===== src/rtl/wbs_spim.sv =====
// ---------------------------------------------------------------------------
// wbs_spim -- Wishbone B4 pipelined slave that tunnels each access as one
// SPI frame (mode 0) to a remote SPI-controlled Wishbone master.
//
// Frame layout (MSB first on every byte):
//   {we,3'b000,sel}, adr[7:0], [dat[31:24..7:0] if write],
//   0x00 poll bytes until the far side answers 0x01 (or POLL_MAX polls),
//   [four 0x00 bytes clocking in read data if read]
//
// Ports:
//   wb_clk_i, wb_rst_ni      clock, asynchronous active-low reset
//   wb_cyc_i .. wb_dat_i     Wishbone request side
//   wb_dat_o                 read data, updated together with ack/err
//   wb_stall_o               low only while idle
//   wb_ack_o / wb_err_o      one-cycle completion / timeout pulse
//   spi_sck/csn/sdo/sdi      SPI master pins (SCK idles low)
//
// Handshake: a request is taken on a cycle where wb_cyc_i && wb_stb_i &&
// !wb_stall_o; exactly one of ack/err pulses for one cycle when the frame
// ends, unless wb_cyc_i dropped in the meantime, in which case the frame
// still completes on SPI but no pulse is produced.
// ---------------------------------------------------------------------------
module wbs_spim #(
    parameter int unsigned CLK_DIV  = 4,
    parameter int unsigned POLL_MAX = 64
) (
    input  logic        wb_clk_i,
    input  logic        wb_rst_ni,
    input  logic        wb_cyc_i,
    input  logic        wb_stb_i,
    input  logic        wb_we_i,
    input  logic [3:0]  wb_sel_i,
    input  logic [15:0] wb_adr_i,
    input  logic [31:0] wb_dat_i,
    output logic [31:0] wb_dat_o,
    output logic        wb_stall_o,
    output logic        wb_ack_o,
    output logic        wb_err_o,
    output logic        spi_sck,
    output logic        spi_csn,
    output logic        spi_sdo,
    input  logic        spi_sdi
);

    typedef enum logic [3:0] {
        S_IDLE,
        S_SETUP,
        S_HDR,
        S_ADR,
        S_WDATA,
        S_POLL,
        S_RDATA,
        S_DONE,
        S_GAP
    } state_e;

    localparam logic [8:0] PHASE_LAST = 9'(CLK_DIV - 1);
    localparam logic [8:0] GAP_LAST   = 9'(2 * CLK_DIV - 1);
    localparam logic [7:0] POLL_LAST  = 8'(POLL_MAX - 1);

    state_e      state_q,   state_d;
    logic [8:0]  cnt_q,     cnt_d;      // SCK phase / setup / gap timer
    logic [2:0]  bit_q,     bit_d;
    logic [1:0]  byte_q,    byte_d;
    logic [7:0]  poll_q,    poll_d;
    logic        sck_q,     sck_d;
    logic [7:0]  tx_q,      tx_d;       // bit 7 drives SDO
    logic [7:0]  rx_q,      rx_d;
    logic        we_q,      we_d;
    logic [7:0]  adr_q,     adr_d;
    logic [31:0] wdat_q,    wdat_d;     // write bytes still to send, MSB first
    logic [23:0] rdat_q,    rdat_d;     // first three read bytes
    logic [31:0] dat_o_q,   dat_o_d;
    logic        timeout_q, timeout_d;
    logic        abort_q,   abort_d;    // wb_cyc_i dropped during this access

    // the upper address byte is intentionally not forwarded
    logic unused_adr_hi;
    assign unused_adr_hi = ^wb_adr_i[15:8];

    // ------------------------------------------------------------------
    // State register
    // ------------------------------------------------------------------
    always_ff @(posedge wb_clk_i or negedge wb_rst_ni) begin
        if (!wb_rst_ni) begin
            state_q   <= S_IDLE;
            cnt_q     <= '0;
            bit_q     <= '0;
            byte_q    <= '0;
            poll_q    <= '0;
            sck_q     <= 1'b0;
            tx_q      <= '0;
            rx_q      <= '0;
            we_q      <= 1'b0;
            adr_q     <= '0;
            wdat_q    <= '0;
            rdat_q    <= '0;
            dat_o_q   <= '0;
            timeout_q <= 1'b0;
            abort_q   <= 1'b0;
        end else begin
            state_q   <= state_d;
            cnt_q     <= cnt_d;
            bit_q     <= bit_d;
            byte_q    <= byte_d;
            poll_q    <= poll_d;
            sck_q     <= sck_d;
            tx_q      <= tx_d;
            rx_q      <= rx_d;
            we_q      <= we_d;
            adr_q     <= adr_d;
            wdat_q    <= wdat_d;
            rdat_q    <= rdat_d;
            dat_o_q   <= dat_o_d;
            timeout_q <= timeout_d;
            abort_q   <= abort_d;
        end
    end

    // ------------------------------------------------------------------
    // Next-state and datapath
    // ------------------------------------------------------------------
    logic in_byte;
    logic sample_sdi;
    logic byte_end;

    always_comb begin
        state_d   = state_q;
        cnt_d     = cnt_q;
        bit_d     = bit_q;
        byte_d    = byte_q;
        poll_d    = poll_q;
        sck_d     = sck_q;
        tx_d      = tx_q;
        rx_d      = rx_q;
        we_d      = we_q;
        adr_d     = adr_q;
        wdat_d    = wdat_q;
        rdat_d    = rdat_q;
        dat_o_d   = dat_o_q;
        timeout_d = timeout_q;
        abort_d   = abort_q;
        byte_end  = 1'b0;

        in_byte    = (state_q == S_HDR)   || (state_q == S_ADR)  ||
                     (state_q == S_WDATA) || (state_q == S_POLL) ||
                     (state_q == S_RDATA);
        sample_sdi = (state_q == S_POLL)  || (state_q == S_RDATA);

        // Bit engine: low phase then high phase, CLK_DIV cycles each.
        // SDI is captured as SCK rises; TX advances as SCK falls.
        if (in_byte) begin
            if (cnt_q == PHASE_LAST) begin
                cnt_d = '0;
                if (!sck_q) begin
                    sck_d = 1'b1;
                    if (sample_sdi) begin
                        rx_d = {rx_q[6:0], spi_sdi};
                    end
                end else begin
                    sck_d = 1'b0;
                    if (bit_q == 3'd7) begin
                        bit_d    = '0;
                        byte_end = 1'b1;
                    end else begin
                        bit_d = bit_q + 3'd1;
                        tx_d  = {tx_q[6:0], 1'b0};
                    end
                end
            end else begin
                cnt_d = cnt_q + 9'd1;
            end
        end

        case (state_q)
            S_IDLE: begin
                if (wb_cyc_i && wb_stb_i) begin
                    we_d      = wb_we_i;
                    adr_d     = wb_adr_i[7:0];
                    wdat_d    = wb_dat_i;
                    timeout_d = 1'b0;
                    abort_d   = 1'b0;
                    cnt_d     = '0;
                    bit_d     = '0;
                    byte_d    = '0;
                    poll_d    = '0;
                    sck_d     = 1'b0;
                    if (wb_sel_i == 4'h0) begin
                        // nothing to transfer: answer immediately
                        state_d = S_DONE;
                        dat_o_d = '0;
                    end else begin
                        state_d = S_SETUP;
                        tx_d    = {wb_we_i, 3'b000, wb_sel_i};
                    end
                end
            end
            S_SETUP: begin
                if (cnt_q == PHASE_LAST) begin
                    cnt_d   = '0;
                    state_d = S_HDR;
                end else begin
                    cnt_d = cnt_q + 9'd1;
                end
            end
            S_HDR: begin
                if (byte_end) begin
                    state_d = S_ADR;
                    tx_d    = adr_q;
                end
            end
            S_ADR: begin
                if (byte_end) begin
                    if (we_q) begin
                        state_d = S_WDATA;
                        byte_d  = '0;
                        tx_d    = wdat_q[31:24];
                        wdat_d  = {wdat_q[23:0], 8'h00};
                    end else begin
                        state_d = S_POLL;
                        poll_d  = '0;
                        tx_d    = 8'h00;
                    end
                end
            end
            S_WDATA: begin
                if (byte_end) begin
                    if (byte_q == 2'd3) begin
                        state_d = S_POLL;
                        poll_d  = '0;
                        tx_d    = 8'h00;
                    end else begin
                        byte_d = byte_q + 2'd1;
                        tx_d   = wdat_q[31:24];
                        wdat_d = {wdat_q[23:0], 8'h00};
                    end
                end
            end
            S_POLL: begin
                if (byte_end) begin
                    poll_d = poll_q + 8'd1;
                    tx_d   = 8'h00;
                    if (rx_q == 8'h01) begin
                        if (we_q) begin
                            state_d = S_DONE;
                            dat_o_d = '0;
                        end else begin
                            state_d = S_RDATA;
                            byte_d  = '0;
                        end
                    end else if (poll_q == POLL_LAST) begin
                        state_d   = S_DONE;
                        timeout_d = 1'b1;
                        dat_o_d   = '0;
                    end
                end
            end
            S_RDATA: begin
                if (byte_end) begin
                    rdat_d = {rdat_q[15:0], rx_q};
                    tx_d   = 8'h00;
                    if (byte_q == 2'd3) begin
                        state_d = S_DONE;
                        dat_o_d = {rdat_q, rx_q};
                    end else begin
                        byte_d = byte_q + 2'd1;
                    end
                end
            end
            S_DONE: begin
                state_d = S_GAP;
                cnt_d   = '0;
            end
            S_GAP: begin
                if (cnt_q == GAP_LAST) begin
                    state_d = S_IDLE;
                    cnt_d   = '0;
                end else begin
                    cnt_d = cnt_q + 9'd1;
                end
            end
            default: begin
                state_d = S_IDLE;
            end
        endcase

        // once the master abandons the cycle, the result is never reported
        if ((state_q != S_IDLE) && !wb_cyc_i) begin
            abort_d = 1'b1;
        end
    end

    // ------------------------------------------------------------------
    // Outputs
    // ------------------------------------------------------------------
    logic frame_on;
    logic report;

    always_comb begin
        frame_on   = (state_q == S_SETUP) || (state_q == S_HDR)  ||
                     (state_q == S_ADR)   || (state_q == S_WDATA) ||
                     (state_q == S_POLL)  || (state_q == S_RDATA);
        report     = (state_q == S_DONE) && !abort_q && wb_cyc_i;

        wb_stall_o = (state_q != S_IDLE);
        wb_ack_o   = report && !timeout_q;
        wb_err_o   = report && timeout_q;
        wb_dat_o   = dat_o_q;
        spi_csn    = !frame_on;
        spi_sck    = sck_q;
        spi_sdo    = frame_on ? tx_q[7] : 1'b0;
    end

endmodule


===== config.mk =====
export PLATFORM = sky130hd
export DESIGN_NAME = wbs_spim
export DESIGN_NICKNAME = d
export VERILOG_FILES = /design/src/rtl/wbs_spim.sv
export SDC_FILE = /design/constraint.sdc
export NUM_CORES = 1
export LEC_CHECK = 0
export ABC_AREA = 1
export CELL_PAD_IN_SITES_DETAIL_PLACEMENT = 1
export CELL_PAD_IN_SITES_GLOBAL_PLACEMENT = 2
export CORE_ASPECT_RATIO = 1.4
export CORE_UTILIZATION = 33
export DETAILED_ROUTE_END_ITERATION = 10
export PLACE_DENSITY_LB_ADDON = 0.1
export SLEW_MARGIN = 20
export SYNTH_ARGS = -nofsm -noshare
export SYNTH_HDL_FRONTEND = slang
export SYNTH_SLANG_ARGS = --single-unit

===== constraint.sdc =====
create_clock -name wb_clk_i -period 2.45 [get_ports wb_clk_i]
set_input_delay 0.49 -clock wb_clk_i [delete_from_list [all_inputs] [get_ports wb_clk_i]]
set_output_delay 0.49 -clock wb_clk_i [all_outputs]
set_load 0.02 [all_outputs]

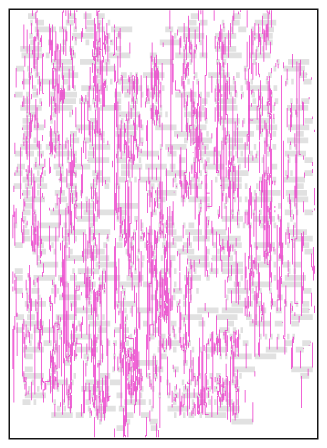
(met2 routing)
Cells faint in the background.
- longest straight run: 83.8 um
- nets with wire on the layer: 886

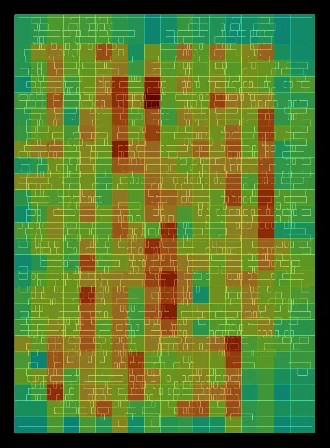
(routing congestion map)
routing layer with the top usage in global route: met2
all-layer global routing usage: 18.92%

==> results.txt <==
The implementation run finished. The mapped netlist covers 7303 um^2. The via count of the first global-routing pass came to 6777. Slew at the pin closest to its max-slew limit landed at 523.0 ps. The synthesized design contains 0 enable-type register cells. Post-place setup slack landed at 46.38 ps.

The floorplan has 64 rows. Summing over every cut layer, the via total after detailed routing is 6160. For reference, the clock transition at the flip-flops on the worst setup and hold paths is 70 ps. Cts-stage hold buffer count landed at 0. Sequential fraction of the synthesis area landed at 48.66%. Counting every sink on the clock net gives 142.

Final total power landed at 10210 uW. Number of maximum-capacitance violations landed at 0. Post-route worst setup slack landed at 138.9 ps. Grouping stages by cell kind, the critical path spends the most delay in buffers and inverters. Of the cells placed in the final design, the portion with a size suffix greater than 1 is 14.62%.

Weighted congestion reported at the end of routability-driven placement landed at 0.7990. The worst setup path is launched from a flop. STA classifies the critical path endpoint as an output pin. TritonCTS built the clock tree. Depth of the worst register-to-register path landed at 11.

For this run, the number of Yosys warnings is 0. Highest net fanout along the worst path landed at 8. Counting only logic cells after layout, the most numerous master is sky130_fd_sc_hd__nand2_1. Count of warning messages emitted by the tools landed at 35.

Post-layout period usage of the worst path landed at 94.33%. The post-synth register bit count is 142. In this run the VDD rail shows a maximum IR drop of 0.5761 mV. Insertion delay to the later sink of the worst-skew pair landed at 430 ps.

Total CTS buffers landed at 17. Per the post-synthesis report, the number of cells in the design is 866. The number of antenna diodes in the final layout is 0. Count of buffer and inverter cells on the critical path landed at 4. Placeable core region landed at 21780 um^2. In the layout the commonest cells are 243 x sky130_fd_sc_hd__nand2_1, 142 x sky130_fd_sc_hd__dfrtp_1, 82 x sky130_fd_sc_hd__inv_1. Looking at the clock tree report, the maximum root-to-sink buffer count equals 2. Power per standard cell area landed at 1118 nW/um^2.

In the Yosys stats the netlist draws on 46 distinct library cells. Number of placed instances, taps included landed at 1243. STA puts the critical path data required time at 1960 ps. Final wirelength landed at 19900 um. Ranked by instance count, the synthesized netlist is headed by 243 x sky130_fd_sc_hd__nand2_1, 142 x sky130_fd_sc_hd__dfrtp_1, 82 x sky130_fd_sc_hd__inv_1. Final setup skew landed at 11.48 ps. Number of antenna violations at the first check in global routing landed at 0. In this run the clock root is driven by a sky130_fd_sc_hd__clkbuf_16.

Hold slack landed at 1.799 ps. Number of nets at the end of the flow landed at 1029. In the placement report, post-DP HPWL is listed as 14830 um.

Total negative slack landed at 0 ps. Synthesis produced a netlist with a net count of 930. The data arrival time reported for the critical path is 1820 ps. The synthesis report names the predominant flop master as sky130_fd_sc_hd__dfrtp_1. The timing report gives the biggest stage delay along the critical path as 430 ps. Per the STA report, the cell with the highest stage delay on the worst path is sky130_fd_sc_hd__dfrtp_1. Placed standard-cell area landed at 8581 um^2. Mean cell area of the mapped netlist landed at 8.433 um^2. From the final report, the count of setup violators was given as 0.

By area the synthesized netlist is led by sky130_fd_sc_hd__dfrtp_1 49%, sky130_fd_sc_hd__nand2_1 12%, sky130_fd_sc_hd__inv_1 4.2%. Looking at area per cell type in the netlist, the leader is sky130_fd_sc_hd__dfrtp_1. For reference, the most critical setup path is categorized as flop to output pin. Pin count of the biggest net entering global routing landed at 51. Number of detailed-routing iterations run before antenna repair landed at 4.

Number of port buffers landed at 87. The die is 178.0 um tall. The leakage power in the latest report is 0.004157 uW. For reference, the critical path cell chain is inv_2 > nand2_4 > buf_4 > nor2_8 > inv_4 > dlygate4sd2_1. First-pass GRT wire length landed at 33550 um. Setup repair after global routing left no endpoint under its margin. The routed layout reports a DRC error count of 0. Full die area landed at 22740 um^2. In this run the count of I/O pins placed on the die edge is 96.

The flow ran to the end, and the final reports show no timing, DRC or antenna violations. Number of cells on the critical path landed at 6. Relative to the synthesized area, the layout overhead comes to 24.96%. Width of the die landed at 127.7 um. In this run the post-CTS setup repair buffer count came out at 0.

Looking at the gate-level netlist, the highest instance count belongs to sky130_fd_sc_hd__nand2_1. Static timing analysis puts the maximum clock frequency at 0.4327 GHz. Number of DRC markers after the initial detailed-route iteration landed at 163.

After routing the design area is 9126 um^2. Max-slew check failures listed in the final report amount to 0. Final-report hold violation count landed at 0. Once the floorplan was initialized, standard cells occupied 33.53% of the core. The synthesized design devotes to its leading area cell type 48.66% of total area.

The worst path needs 2311 ps of the cycle, external delays included. Headroom to the max-slew limit landed at 65.13%. The synthesis report gives the async set-or-reset register share as 100.0%.

The script logs the mean routed wire length per placed instance as 15.60 um. The detail route stage leaves a number of antenna-violating nets equal to 0. STA reports the tightest min-delay check as being of type primary input to asynchronous set/reset pin. The post-route utilization of the core is recorded as 41.90%. The routed design shows a via density per instance of 4.831. The clock H-tree reported by CTS has 4 levels.

Post-synthesis, Yosys gives the total cell area as 7303 um^2. Final cell count without fillers landed at 1275. Gates resized during post-CTS repair numbered 7. Overall overflow remaining after global route landed at 0. Yosys cell count landed at 866.
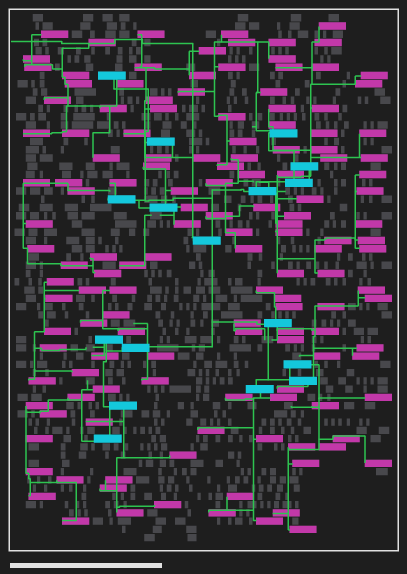
(clock wires, drivers and flops)
Scale bar: 50 um.
- cyan: cells driving clock nets (count 17)
- magenta: flip-flops (count 142)
- green: clock wires (length 2120 um)
- flops lie: all over the die
- routed clock nets: 18

==> routing by layer <==
metal  global-route usage [%]  share of wire (%)  vias up
li1                         -                  -     3007
met1                    20.89                 41     3036
met2                    36.25                 55       94
met3                    3.119                2.5       23
met4                    6.275                1.8        0
met5                        0                  0        -
==> cells by family (layout without fill, tap and decap cells) <==
group / count (synthesis) / count (layout) / share of synthesized area (%)
AOI/OAI and AO/OA: 159 / 159 / 14.49
and+or+nand+nor: 419 / 419 / 25.97
DFF: 142 / 142 / 48.66
buffers and inverters: 130 / 242 / 8.618
muxes: 1 / 1 / 0.1542
adders and majority gates: 6 / 6 / 1.028
xor gates and xnor gates: 9 / 9 / 1.079
==> power breakdown <==
part           switching, uW  internal [uW]
Clock                   1140           1330
Combinational           2950           1570
Sequential               310           2900
==> state kept, by name, indices dropped and copies added, names as in the netlist <==
name	count
wb_dat_o	32
wdat_q	32
rdat_q	24
cnt_q	9
adr_q	8
poll_q	8
rx_q	8
tx_q	8
state_q	4
bit_q	3
byte_q	2
abort_q	1
spi_sck	1
timeout_q	1
we_q	1
==> worst paths after layout <==
check	slack [ps]	startpoint	end
worst min-delay path	2	wb_rst_ni	wb_dat_o[27]
worst max-delay path	140	state_q[1]	wb_stall_o
worst min register to register	470	wb_dat_o[18]	wb_dat_o[18]
worst max register to register	320	cnt_q[0]	poll_q[0]
min in group wb_clk_i	470	wb_dat_o[18]	wb_dat_o[18]
max in group asynchronous	1760	wb_rst_ni	tx_q[0]
==> final cells by class <==
| class | instances | area [um^2] |
|---|---|---|
| multi-input cells | 594 | 3120 |
| flip-flops and latches | 142 | 3553 |
| clock buffers | 17 | 425.4 |
| inverters | 95 | 365.4 |
| fillers | 2597 | 12650 |
| repair buffers | 115 | 1157 |
| well taps | 297 | 371.6 |
| clock inverters | 15 | 132.6 |
Power is estimated from default activity; no workload was simulated.
